**Power grid**

Drawn at 6 px/um. Pins as bars on the die edge. Tap cells in gray.
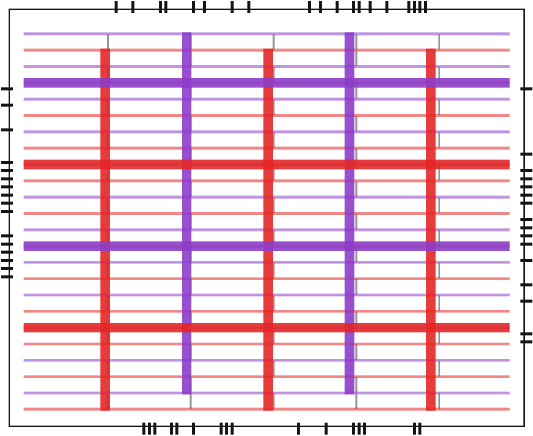
**Placement by cell class**

Drawn at 6 px/um. Fill, decap, tap and diode cells in gray.
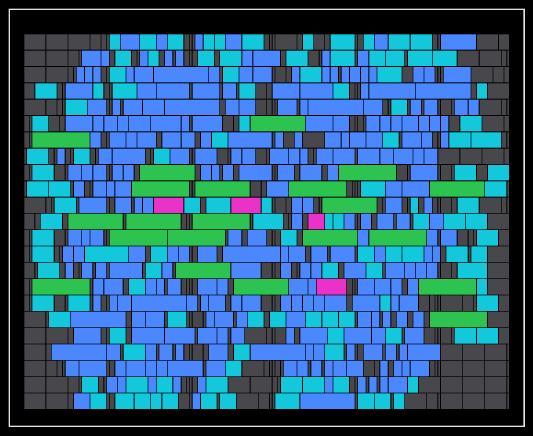
**Clock distribution**

Drawn at 4 px/um.
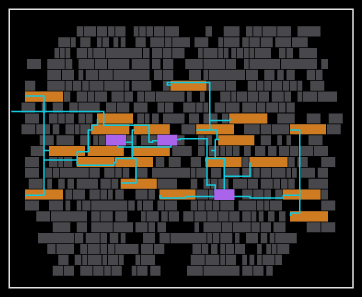
**Wiring by layer**

Drawn at 6 px/um.
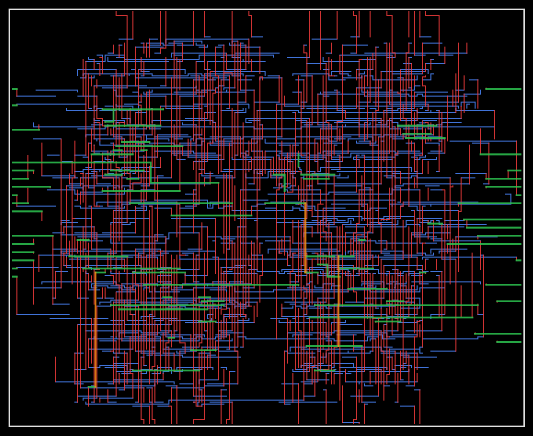
<file path="src/rtl/bcd_updown_counter_7seg.sv">
// bcd_updown_counter_7seg: synchronised hit-edge BCD up/down counter with 7-seg decode; rev 1.0
// Optional macro HIT_DEBOUNCE_EN adds a DEB_CYCLES stability filter on the synchronised hit.
`default_nettype none

module bcd_updown_counter_7seg #(
  parameter int DIGITS         = 4,
  parameter int SEG_ACTIVE_LOW = 1,
  parameter int DEB_CYCLES     = 16
) (
  input  logic                  clk,
  input  logic                  reset,
  input  logic                  hit,
  input  logic                  en,
  input  logic                  up_dn,
  input  logic                  load,
  input  logic [4*DIGITS-1:0]   load_val,
  output logic [4*DIGITS-1:0]   cnt,
  output logic [7*DIGITS-1:0]   seg,
  output logic                  wrap
);

  logic s1_q, s1_d, s2_q, s2_d, s3_q, s3_d, evt_q, evt_d;
  logic [4*DIGITS-1:0] cnt_q, cnt_d;
  logic wrap_q, wrap_d;
  logic lvl;
  logic carry;
  logic [3:0] nib;

`ifdef HIT_DEBOUNCE_EN
  localparam int DEB_W = $clog2(DEB_CYCLES + 1);
  localparam logic [DEB_W-1:0] DEB_LAST = DEB_W'(DEB_CYCLES - 1);

  logic             deb_level_q, deb_level_d;
  logic [DEB_W-1:0] deb_cnt_q, deb_cnt_d;

  // The level only follows s2 after it has differed for DEB_CYCLES consecutive clocks.
  always_comb begin
    deb_level_d = deb_level_q;
    deb_cnt_d   = '0;
    if (s2_q != deb_level_q) begin
      if (deb_cnt_q == DEB_LAST) begin
        deb_level_d = s2_q;
      end else begin
        deb_cnt_d = deb_cnt_q + 1'b1;
      end
    end
  end

  always_ff @(posedge clk or negedge reset) begin
    if (!reset) begin
      deb_level_q <= 1'b0;
      deb_cnt_q   <= '0;
    end else begin
      deb_level_q <= deb_level_d;
      deb_cnt_q   <= deb_cnt_d;
    end
  end

  assign lvl = deb_level_q;
`else
  logic unused_deb;
  assign unused_deb = ^DEB_CYCLES;
  assign lvl        = s2_q;
`endif

  always_comb begin
    s1_d  = hit;
    s2_d  = s1_q;
    s3_d  = lvl;
    evt_d = s3_q & ~lvl;
  end

  // Load wins over an event; the digit loop ripples carry/borrow within one cycle.
  always_comb begin
    cnt_d  = cnt_q;
    wrap_d = 1'b0;
    carry  = 1'b1;
    nib    = 4'd0;
    if (load) begin
      for (int i = 0; i < DIGITS; i++) begin
        nib = load_val[4*i +: 4];
        cnt_d[4*i +: 4] = (nib > 4'd9) ? 4'd9 : nib;
      end
    end else if (evt_q && en) begin
      for (int i = 0; i < DIGITS; i++) begin
        nib = cnt_q[4*i +: 4];
        if (carry) begin
          if (up_dn) begin
            if (nib == 4'd9) begin
              cnt_d[4*i +: 4] = 4'd0;
            end else begin
              cnt_d[4*i +: 4] = nib + 4'd1;
              carry = 1'b0;
            end
          end else begin
            if (nib == 4'd0) begin
              cnt_d[4*i +: 4] = 4'd9;
            end else begin
              cnt_d[4*i +: 4] = nib - 4'd1;
              carry = 1'b0;
            end
          end
        end
      end
      wrap_d = carry;
    end
  end

  always_ff @(posedge clk or negedge reset) begin
    if (!reset) begin
      s1_q   <= 1'b0;
      s2_q   <= 1'b0;
      s3_q   <= 1'b0;
      evt_q  <= 1'b0;
      cnt_q  <= '0;
      wrap_q <= 1'b0;
    end else begin
      s1_q   <= s1_d;
      s2_q   <= s2_d;
      s3_q   <= s3_d;
      evt_q  <= evt_d;
      cnt_q  <= cnt_d;
      wrap_q <= wrap_d;
    end
  end

  function automatic logic [6:0] seg_decode(input logic [3:0] d);
    case (d)
      4'd0:    seg_decode = 7'b0111111;
      4'd1:    seg_decode = 7'b0000110;
      4'd2:    seg_decode = 7'b1011011;
      4'd3:    seg_decode = 7'b1001111;
      4'd4:    seg_decode = 7'b1100110;
      4'd5:    seg_decode = 7'b1101101;
      4'd6:    seg_decode = 7'b1111101;
      4'd7:    seg_decode = 7'b0000111;
      4'd8:    seg_decode = 7'b1111111;
      4'd9:    seg_decode = 7'b1101111;
      default: seg_decode = 7'b0000000;
    endcase
  endfunction

  for (genvar g = 0; g < DIGITS; g++) begin : g_seg
    assign seg[7*g +: 7] = (SEG_ACTIVE_LOW != 0) ? ~seg_decode(cnt_q[4*g +: 4])
                                                 :  seg_decode(cnt_q[4*g +: 4]);
  end

  assign cnt  = cnt_q;
  assign wrap = wrap_q;

endmodule

`default_nettype wire

</file>
<file path="config.mk">
export PLATFORM = sky130hd
export DESIGN_NAME = bcd_updown_counter_7seg
export DESIGN_NICKNAME = d
export VERILOG_FILES = /design/src/rtl/bcd_updown_counter_7seg.sv
export SDC_FILE = /design/constraint.sdc
export NUM_CORES = 1
export LEC_CHECK = 0
export CORE_ASPECT_RATIO = 0.8
export CORE_MARGIN = 2
export CORE_UTILIZATION = 45
export CTS_BUF_LIST = sky130_fd_sc_hd__clkbuf_4 sky130_fd_sc_hd__clkbuf_8
export CTS_CLUSTER_DIAMETER = 60
export DETAILED_ROUTE_END_ITERATION = 10
export GPL_TIMING_DRIVEN = 0
export PLACE_DENSITY = 0.79
export SETUP_SLACK_MARGIN = 0.2
export SYNTH_ARGS = -nofsm -noshare
export SYNTH_HDL_FRONTEND = slang
export SYNTH_SLANG_ARGS = --single-unit
</file>
<file path="constraint.sdc">
create_clock -name clk -period 2.3 [get_ports clk]
set_clock_uncertainty 0.05 [all_clocks]
set_input_delay 0.46 -clock clk [delete_from_list [all_inputs] [get_ports clk]]
set_output_delay 0.46 -clock clk [all_outputs]
set_load 0.02 [all_outputs]
</file>
==> impl_metrics.toml <==
# generated from flow reports
[run_status]
status = "finished clean"

[die]
die_h_um = 69.3
die_area_um2 = 5930
die_x_um = 85.6

[logic_synthesis]
area_leaders = "dfrtp_1, ha_1, a21oi_1"
postSynthSeqShare_pct = 21.9
ys_top_cells_by_count = "a21oi_1, o21ai_0, nand2_1"
yosysWarnings = 0
yosysChipArea_um2 = 2400
most_common_cell = "a21oi_1"
top_cell_area_share_pct = 21.9

[final_timing]
setup-violations-final = 0
period_used_pct = 94.2
tns_ns = 0

[grt]
grt_use_met2_pct = 39.9
grt.met3_usage_pct = 3.69
grt_pass1_vias = 2530
met1_usage_pct = 35.9

[cells_and_area]
final_common_cell = "buf_4"
fin_nets = 470
drive_gt1_share_pct = 35.9
num-fill-cells = 374

[placed_design]
io_buffers = 66
hpwl_um = 4980

[routing]
wl_per_cell_um = 17.0
dr_wl_met2_um = 4020
first_iter_violations = 256
vias = 2910

[cts]
htreeDepth = 1
cts_tree = "yes"
cts_buffers = 3

[flow_run]
cap_viol_max_count = 0
tool_warnings = 49

[worst_setup_path]
cpMaxStageDelayCell = "dfrtp_2"
Back to the opening pictures, 'power grid':
red -> VSS
purple -> VDD
signal pins = 67
tap cells = 62
met5 straps = 4
rows = 23
met4 straps = 5

Back to the opening pictures, 'placement by cell class':
cyan -> remaining buffers and delay cells  # cells 120, share of their area 28%
green -> sequential cells  # cells 21, share of their area 15%
magenta -> clock drivers and dummy loads  # cells 4, share of their area 1.3%
blue -> combinational and other logic  # cells 278, share of their area 56%

Back to the opening pictures, 'clock distribution':
orange -> flip-flops  # count 21
purple -> clock drivers  # count 3
cyan -> clock wires  # length 317 um
routed clock nets = 4

Back to the opening pictures, 'wiring by layer':
blue -> metal 1  # wire length 3,640 um
green -> metal 3  # wire length 549 um
orange -> metal 4  # wire length 45.6 um
red -> metal 2  # wire length 4,020 um

-- cells by family (layout without fill, tap and decap cells) --
kind of cell,Yosys count,in the layout,share of synthesized area [%]
flops,21,21,21.9
simple gates,114,114,25.6
xor+xnor,1,1,0.366
compound gates,118,118,30.8
mux,5,5,2.09
buf+inv,32,140,6.63
fa+ha+maj,24,24,12.5
-- worst max path at each step --
stage,from,endpoint,slack (ns),cells after the start
after global routing,cnt[5],cnt[11],0.05,7
after detailed placement,up_dn,cnt[4],-0.51,7
after CTS,cnt[9],seg[14],0.03,4
after floorplan,cnt[5],cnt[15],0.06,7
final,cnt[0],cnt[11],0.13,7
after global placement,up_dn,cnt[4],-0.53,7
-- timing repair --
action | 4_1_cts | 5_1_grt
pin swaps | 10 | 13
resized | 120 | 74
setup endpoints to repair | 44 | 38
buffers inserted | 28 | 10
-- sequential cells by signal, indices dropped and copies added (netlist names) --
register and flops:
wrap 1, s3_q 1, s1_q 1, cnt 16
lvl 1, evt_q 1
-- stage by stage --
step	power [uW]	std cells
2_1_floorplan	988	315
3_3_place_gp	1340	443
3_5_place_dp	1350	443
4_1_cts	1680	475
5_1_grt	1900	485
6_report	1810	485
-- final cells by class --
class | instances | area share, %
Clock buffer | 4 | 1.30
Timing Repair Buffer | 104 | 24.0
Inverter | 16 | 2.27
Buffer | 16 | 3.17
Tap cell | 62 | 2.07
Sequential cell | 21 | 14.4
Multi-Input combinational cell | 262 | 52.8
-- power by group --
group | internal (uW) | switching (uW)
combinational | 498 | 594
clock | 136 | 133
sequential | 402 | 43.9
-- worst max-delay path: cells and delay by family, from the launching register on --
family,cells,cell delay (ns)
buffers and inverters,2,0.27
adder cells (fa/ha/maj),1,0.16
multiplexers,1,0.22
flip-flops,1,0.46
AND/OR/NAND/NOR,1,0.41
AND-OR/OR-AND,2,0.47
Power and IR drop assume default switching activity.
